## src/rtl/fsk_link_scheduler.sv

```systemverilog
// fsk_link_scheduler
//   Time-division scheduler sharing one FSK modulator/demodulator link
//   between two word-oriented requesters. Words are accepted over
//   valid/ready, arbitrated round-robin, and shifted out MSB-first on the
//   data line that belongs to the granted channel. Each bit is held for
//   BIT_CYCLES clocks, and every frame is followed by GUARD_CYCLES idle
//   clocks.
//
// Ports
//   clk, rst_n           clock, synchronous active-low reset
//   ch1_data/valid/ready channel 1 request handshake
//   ch2_data/valid/ready channel 2 request handshake
//   data1, data2         serial bit to modulator channel 1 / 2
//   s                    link select, 0 = channel 1, 1 = channel 2
//   busy                 high while a frame or its guard time is in progress
//   frame_done           pulse on the last clock of a frame's final bit
module fsk_link_scheduler #(
    parameter int DATA_W       = 8,
    parameter int BIT_CYCLES   = 16,
    parameter int GUARD_CYCLES = 4
) (
    input  logic              clk,
    input  logic              rst_n,
    input  logic [DATA_W-1:0] ch1_data,
    input  logic              ch1_valid,
    output logic              ch1_ready,
    input  logic [DATA_W-1:0] ch2_data,
    input  logic              ch2_valid,
    output logic              ch2_ready,
    output logic              data1,
    output logic              data2,
    output logic              s,
    output logic              busy,
    output logic              frame_done
);

    // cyc_cnt is shared between bit timing and guard timing.
    localparam int CNT_MAX = (BIT_CYCLES > GUARD_CYCLES) ? BIT_CYCLES : GUARD_CYCLES;
    localparam int CNT_W   = (CNT_MAX > 1) ? $clog2(CNT_MAX) : 1;
    localparam int BIT_W   = (DATA_W > 1) ? $clog2(DATA_W) : 1;

    localparam logic [CNT_W-1:0] BIT_LAST   = CNT_W'(BIT_CYCLES - 1);
    localparam logic [CNT_W-1:0] GUARD_LAST = CNT_W'((GUARD_CYCLES > 0) ? GUARD_CYCLES - 1 : 0);
    localparam logic [BIT_W-1:0] WORD_LAST  = BIT_W'(DATA_W - 1);

    typedef enum logic [1:0] {IDLE, SHIFT, GUARD} state_t;

    state_t             state, state_nxt;
    logic [DATA_W-1:0]  shift_reg;
    logic [CNT_W-1:0]   cyc_cnt;
    logic [BIT_W-1:0]   bit_cnt;
    logic               last_grant2;   // 1: channel 2 was granted last

    logic grant2, take, bit_end, frame_end, guard_end;

    // Ties go to the channel opposite the last grant.
    assign grant2    = ch2_valid && (!ch1_valid || !last_grant2);
    // rst_n gates the handshake so no ready is shown while held in reset.
    assign take      = rst_n && (state == IDLE) && (ch1_valid || ch2_valid);
    assign bit_end   = (state == SHIFT) && (cyc_cnt == BIT_LAST);
    assign frame_end = bit_end && (bit_cnt == WORD_LAST);
    assign guard_end = (state == GUARD) && (cyc_cnt == GUARD_LAST);

    // State register
    always_ff @(posedge clk) begin
        if (!rst_n) state <= IDLE;
        else        state <= state_nxt;
    end

    // Next-state logic
    always_comb begin
        state_nxt = state;
        case (state)
            IDLE:    if (take) state_nxt = SHIFT;
            SHIFT:   if (frame_end) state_nxt = (GUARD_CYCLES == 0) ? IDLE : GUARD;
            GUARD:   if (guard_end) state_nxt = IDLE;
            default: state_nxt = IDLE;
        endcase
    end

    // Outputs
    always_comb begin
        ch1_ready  = take && !grant2;
        ch2_ready  = take && grant2;
        data1      = (state == SHIFT) && !s && shift_reg[DATA_W-1];
        data2      = (state == SHIFT) &&  s && shift_reg[DATA_W-1];
        busy       = (state != IDLE);
        frame_done = frame_end;
    end

    // Datapath: shift register, counters, select and arbitration history
    always_ff @(posedge clk) begin
        if (!rst_n) begin
            shift_reg   <= '0;
            cyc_cnt     <= '0;
            bit_cnt     <= '0;
            s           <= 1'b0;
            last_grant2 <= 1'b1;
        end else if (take) begin
            shift_reg   <= grant2 ? ch2_data : ch1_data;
            s           <= grant2;
            last_grant2 <= grant2;
            cyc_cnt     <= '0;
            bit_cnt     <= '0;
        end else if (state == SHIFT) begin
            if (bit_end) begin
                cyc_cnt   <= '0;
                shift_reg <= shift_reg << 1;
                bit_cnt   <= frame_end ? '0 : bit_cnt + BIT_W'(1);
            end else begin
                cyc_cnt   <= cyc_cnt + CNT_W'(1);
            end
        end else if (state == GUARD) begin
            cyc_cnt <= guard_end ? '0 : cyc_cnt + CNT_W'(1);
        end
    end

endmodule

```

## config.mk

```make
export PLATFORM = sky130hd
export DESIGN_NAME = fsk_link_scheduler
export DESIGN_NICKNAME = d
export VERILOG_FILES = /design/src/rtl/fsk_link_scheduler.sv
export SDC_FILE = /design/constraint.sdc
export NUM_CORES = 1
export LEC_CHECK = 0
export ABC_AREA = 1
export CAP_MARGIN = 10
export CORE_MARGIN = 2
export CORE_UTILIZATION = 35
export CTS_BUF_LIST = sky130_fd_sc_hd__clkbuf_8 sky130_fd_sc_hd__clkbuf_16
export CTS_CLUSTER_SIZE = 10
export DETAILED_ROUTE_END_ITERATION = 16
export MAX_ROUTING_LAYER = met4
export PLACE_DENSITY = 0.65
export SYNTH_ARGS = -nofsm -noshare
export SYNTH_HDL_FRONTEND = slang
export SYNTH_SLANG_ARGS = --single-unit
```

## constraint.sdc

```tcl
create_clock -name clk -period 1.7 [get_ports clk]
set_input_delay 0.255 -clock clk [delete_from_list [all_inputs] [get_ports clk]]
set_output_delay 0.255 -clock clk [all_outputs]
set_load 0.01 [all_outputs]
```

Run 1, cell outlines without signal wires:
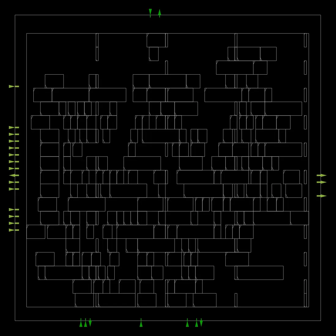
flop share of the area: 0.2387
row cnt: 20
registers: 19

Run 1, wires at chosen ports, followed through buffers:
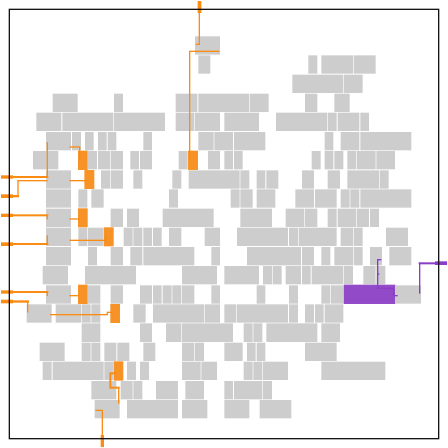
s -> purple  # direction output, edge east, end cells 1, wire 14.8 µm
ch2_data -> orange  # direction input, edge 6 west, 1 south, 1 north, end cells 8, wire 95.3 µm
IO Pins: 27
number of buffers added on ports: 26

==> flow_summary.yaml, run 1 <==
# synthesis and place-and-route metrics
setup_path:
  path_cells: "inv_2 > ha_2 > inv_1 > nor3_1 > dlygate4sd2_1"
  cp.required_ns: 1.44
  crit_path_start_kind: "register"
  r2r_slack_ns: 0.20
  worstSetupPathType: "reg2out"
  timing.critical_path.buf_inv: 3
  crit_path_max_incr_delay_ns: 0.32
  arrival_ns: 1.37
  critPathMaxFanout: 3
  critPathTopFamily: "buffers and inverters"
  slowest_stage: "dfxtp_1"
  end_kind: "output pin"
sta:
  tightest_slew_ns: 0.2391
  setup_viol: 0
  setup_ws_ns: 0.07946
  fmax_mhz: 617.1
  timing.setup.tns_ns: 0
  rsz0062_at_grt: "no"
  maxSlewHeadroom: 0.8404
  finalClockPeriodUsage: 0.9533
  finClkSkew_ns: 0.001454
  slew_viol_final: 0
  hold_slack_ns: 0.4744
  layout_min_cycle_time_ns: 1.621
  finalHoldViolations: 0
placed_design:
  placed_cell_area_mm2: 0.001530
  pre_cts_slack_ns: -0.1858
  dp.final_hpwl_um: 2014
  dp.cells: 247
  globalplace.congestion: 0.8971
floorplanning:
  chipArea_mm2: 0.003695
  core_area_mm2: 0.003053
  initCoreUtil: 0.3697
route:
  routedWlPerCell_um: 10.04
  route.met3.wl_um: 102
  routed_via_density: 4.484
  wirelength_met1_um: 1192
  first_pass_iters: 4
  wl_met2_um: 1178
  routed.top_layer: "met4"
  drc: 0
  initialDrtViolationCount: 56
  ant_nets: 0
  totalWireLength_um: 2530
  dr_total_vias: 1130
yosys:
  ys_types: 26
  netlist_area_mm2: 0.001129
  yosys.area.top_type: "dfxtp_1"
  synth_nets: 193
  synth_cells: 166
  yosys_area_mm2: 0.001129
  postSynthSeqShare: 0.3370
  topCellsByArea: "dfxtp_1 34%, nand2_1 14%, inv_1 9.3%"
  synth_top_area_share: 0.3370
  synth_stat.cells: 166
  synth_warnings: 0
  avgSynthCellArea_um2: 6.799
  numSynthFlops: 19
cells_and_area:
  drive_gt1_frac: 0.1827
  syn2layout_area_growth_pct: 41.68
  seq_area_um2: 381.6
  largest_reg_flops: 8
  comb_area_um2: 629.4
  utilization: 0.5238
  design_area_mm2: 0.001599
  fillCellCount: 304
  layout.nets: 236
  fin_cells: 252
  num_antenna_cells: 0
global_route:
  grt_busiest_layer: "met2"
  grtUsageTotal: 0.1626
  grt_util_met1: 0.1930
  use_met3: 0.03198
  overflow: 0
  grt_pass1_vias: 1061
  antenna_found_initial: 0
  grt_pass1_wl_um: 4395
  grt_util_met2: 0.2688
  grt_start_max_net_pins: 13
run:
  cap_violations: 0
  log.warning_count: 29
power_and_ir_drop:
  intPower_mw: 1.118
  totalPowerFinal_mw: 1.813
  p_clk_uw: 325
  peakVddDrop_mv: 0.5373
  switching_power_uw: 695.3
  comb-power_uw: 908
  power_frac_comb: 0.501
  top_power_group: "combinational cells"
  power_density_mw_per_mm2: 1134
  seq_cell_power_uw: 581
  seqPwrFrac: 0.320
  switching_share: 0.3835
  clockPowerShare: 0.179
  leakage_nw: 0.8114
clock_network:
  cts_buffer_depth: 2
  ctsHoldBuffers: 0
  cts.clk_slew.worst_paths_ns: 0.08
  clockRootBuffer: "clkbuf_8"
  post-cts-setup-buffers: 0
  htree_levels: 1
  clkLatencyLatePin_ns: 0.26
  cts.sinks: 19
  ctsResizeCount: 13
  cts_buffers: 3
  cts_tree: "done"
run_status:
  status: "complete, no violations"
hold_path:
  min_path_type: "reg2reg"
Run 1, ports around the boundary:
Pins as bars across the die edge, other pins in gray.
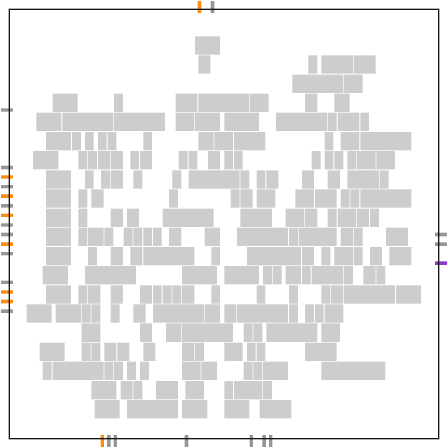
s -> purple  # pins 1, direction output, edge east
ch2_data -> orange  # pins 8, direction input, edge 6 west, 1 south, 1 north
all pins by edge = 15 west, 7 south, 3 east, 2 north
Die H: 60.79 µm
die width: 60.79 µm

-- run 1: cell usage after synthesis, drive strengths merged --
cell	count
buf	2
a31oi	1
nand2	45
xor2	2
o21ai	17
inv	30
xnor2	1
nand4	3
nor3	3
o21bai	2
a21oi	5
clkbuf	2
nor2	16
dfxtp	19
ha	7
nand3	11
-- run 1: path summary, 6_finish.rpt --
| kind | startpoint | endpoint | cells past startpoint |
|---|---|---|---|
| max | state[1]$_SDFFE_PN0P_ | data2 | 5 |
| min | bit_cnt[1]$_SDFFE_PP0P_ | bit_cnt[1]$_SDFFE_PP0P_ | 2 |
| max reg2reg | state[1]$_SDFFE_PN0P_ | shift_reg[1]$_SDFFE_PN0P_ | 11 |
| min reg2reg | bit_cnt[1]$_SDFFE_PP0P_ | bit_cnt[1]$_SDFFE_PP0P_ | 2 |
-- run 1: kinds of logic (layout without fill, tap and decap cells) --
| logic type | count (synthesis) | after routing | share of synthesized area |
|---|---|---|---|
| fa+ha+maj | 7 | 7 | 0.07760 |
| xor+xnor | 3 | 3 | 0.02329 |
| buf+inv | 34 | 76 | 0.1231 |
| compound gates | 25 | 25 | 0.1197 |
| simple gates | 78 | 78 | 0.3193 |
| flops | 19 | 19 | 0.3370 |
-- run 1: final cells by class --
type,count,share of cell area
multi-input cells,113,0.3936
flip-flops and latches,19,0.2387
repair buffers,42,0.2340
inverters,30,0.07042
well taps,44,0.03443
clock buffers,3,0.02582
clock inverters,1,0.003130
-- run 1: cell usage in the layout, fill, tap and decap left out, types with 3 or more instances in the layout --
cell	count
nand2_1	41
nand3_1	11
o21ai_0	10
ha_1	5
o21ai_1	7
clkdlybuf4s50_1	20
dfxtp_1	18
dlygate4sd2_1	3
nand2_2	3
inv_1	26
clkbuf_8	3
a21oi_1	4
buf_4	16
nor2_1	13
inv_2	4
==> run 2: changes to the inputs <==
--- a/config.mk
+++ b/config.mk
@@ -14,6 +14,7 @@
 export DETAILED_ROUTE_END_ITERATION = 16
 export MAX_ROUTING_LAYER = met4
 export PLACE_DENSITY = 0.65
+export SKIP_LAST_GASP = 1
 export SYNTH_ARGS = -nofsm -noshare
 export SYNTH_HDL_FRONTEND = slang
 export SYNTH_SLANG_ARGS = --single-unit
Run 2, wires at chosen ports, followed through buffers:
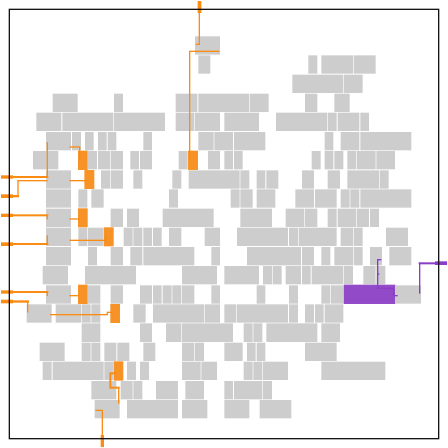
s -> purple  # direction output, edge east, end cells 1, wire 14.8 µm
ch2_data -> orange  # direction input, edge 6 west, 1 south, 1 north, end cells 8, wire 95.3 µm

==> run 2 against run 1 <==
  * First-iteration DRC count did not move
  * Register-to-register slack is essentially flat
  * Design area is the same
  * Fmax unchanged
  * Clock skew is the same
  * Largest cell class unchanged
  * Count of clock-buffer cells in the layout unchanged
  * Core utilization did not move
  * Highest routed layer unchanged
  * Via count did not move
  * Critical path type unchanged
  * Die size is the same
==> flow_summary.yaml, run 2 <==
# synthesis and place-and-route metrics
setup_path:
  cp.required_ns: 1.44
  critPathMaxFanout: 3
  crit_path_start_kind: "register"
  end_kind: "output pin"
yosys:
  synth_nets: 193
  yosys.area.top_type: "dfxtp_1"
  netlist_area_mm2: 0.001129
  numSynthFlops: 19
  async_reset_ff_frac: 0
  postSynthSeqShare: 0.3370
  synth-edff-count: 0
  synth_warnings: 0
  synthTopCellsByCount: "42 x nand2_1, 28 x inv_1, 19 x dfxtp_1"
  yosys_most_used_dff: "dfxtp_1"
  topCellsByArea: "dfxtp_1 34%, nand2_1 14%, inv_1 9.3%"
  top_cell: "nand2_1"
  synth_stat.cells: 166
  synth_top_area_share: 0.3370
clock_network:
  htree_levels: 1
  cts.clk_slew.worst_paths_ns: 0.08
  clockRootBuffer: "clkbuf_8"
  clkLatencyLatePin_ns: 0.26
  cts_tree: "done"
  ctsHoldBuffers: 0
  cts.sinks: 19
route:
  routed_via_density: 4.484
  initialDrtViolationCount: 56
  ant_nets: 0
  wirelength_met1_um: 1192
  wl_met2_um: 1178
  first_pass_iters: 4
  drc: 0
  totalWireLength_um: 2530
  dr_total_vias: 1130
  routed.top_layer: "met4"
global_route:
  grt_start_max_net_pins: 13
  antenna_found_initial: 0
  grt_busiest_layer: "met2"
  grt_util_met1: 0.1930
  use_met3: 0.03198
  grt_util_met2: 0.2688
  grtUsageTotal: 0.1626
  grt_pass1_vias: 1061
sta:
  timing.setup.tns_ns: 0
  layout_min_cycle_time_ns: 1.621
  finClkSkew_ns: 0.001454
  slew_viol_final: 0
  tightest_slew_ns: 0.2391
  hold_slack_ns: 0.4744
  maxSlewHeadroom: 0.8404
  finalClockPeriodUsage: 0.9533
  fmax_mhz: 617.1
placed_design:
  globalplace.congestion: 0.8971
  portBuffers: 26
  dp.cells: 247
  pre_cts_slack_ns: -0.1858
  dp.final_hpwl_um: 2014
  placed_cell_area_mm2: 0.001530
cells_and_area:
  layout.nets: 236
  fin_cells: 252
  design_area_mm2: 0.001599
  lay_top_count: "nand2_1"
  num_antenna_cells: 0
  drive_gt1_frac: 0.1827
  largest_reg_flops: 8
floorplanning:
  core_area_mm2: 0.003053
  ioPinCount: 27
  die_y_um: 60.79
  row_count: 20
power_and_ir_drop:
  leakage_nw: 0.8114
  peakVddDrop_mv: 0.5373
  power_density_mw_per_mm2: 1134
run_status:
  status: "complete, no violations"
hold_path:
  min_path_type: "reg2reg"
run:
  log.warning_count: 30
  cap_violations: 0
==> run 2: area by class of cell <==
type	instances	area [µm²]	area share
multi-input combinational	113	629.4	0.3936
timing repair buffer	42	374.1	0.2340
tap	44	55.05	0.03443
clock inverter	1	5.005	0.003130
sequential	19	381.6	0.2387
clock buffer	3	41.29	0.02582
inverter	30	112.6	0.07042
==> run 2: where the power goes <==
part | internal [mW] | switching (mW)
clock | 0.163 | 0.162
combinational | 0.422 | 0.485
sequential | 0.532 | 0.0481
total | 1.12 | 0.695
==> run 2: cell families (layout without fill, tap and decap cells) <==
kind of cell | Yosys count | count (layout) | share of synthesized area
xor+xnor | 3 | 3 | 0.02329
simple gates | 78 | 78 | 0.3193
buf+inv | 34 | 76 | 0.1231
flops | 19 | 19 | 0.3370
fa+ha+maj | 7 | 7 | 0.07760
compound gates | 25 | 25 | 0.1197
==> run 2: worst paths after layout <==
path                            depth (start not counted)                    start                         to  slack, ns
worst max-delay path                                    5    state[1]$_SDFFE_PN0P_                      data2       0.08
worst min-delay path                                    2  bit_cnt[1]$_SDFFE_PP0P_    bit_cnt[1]$_SDFFE_PP0P_       0.47
worst max register to register                         11    state[1]$_SDFFE_PN0P_  shift_reg[1]$_SDFFE_PN0P_       0.20
worst min register to register                          2  bit_cnt[1]$_SDFFE_PP0P_    bit_cnt[1]$_SDFFE_PP0P_       0.47
==> run 2: what timing repair did <==
action,CTS,global route
setup endpoints to repair,12,9
setup buffers,0,1
gates resized,12,6
pin swaps,0,1
==> run 2: critical path, stage by stage, from the launching register on <==
cell and delay [ns]:
dfxtp_1 0.32, inv_2 0.09, ha_2 0.21, inv_1 0.07, nor3_1 0.13, dlygate4sd2_1 0.28
Power and IR drop assume default switching activity.
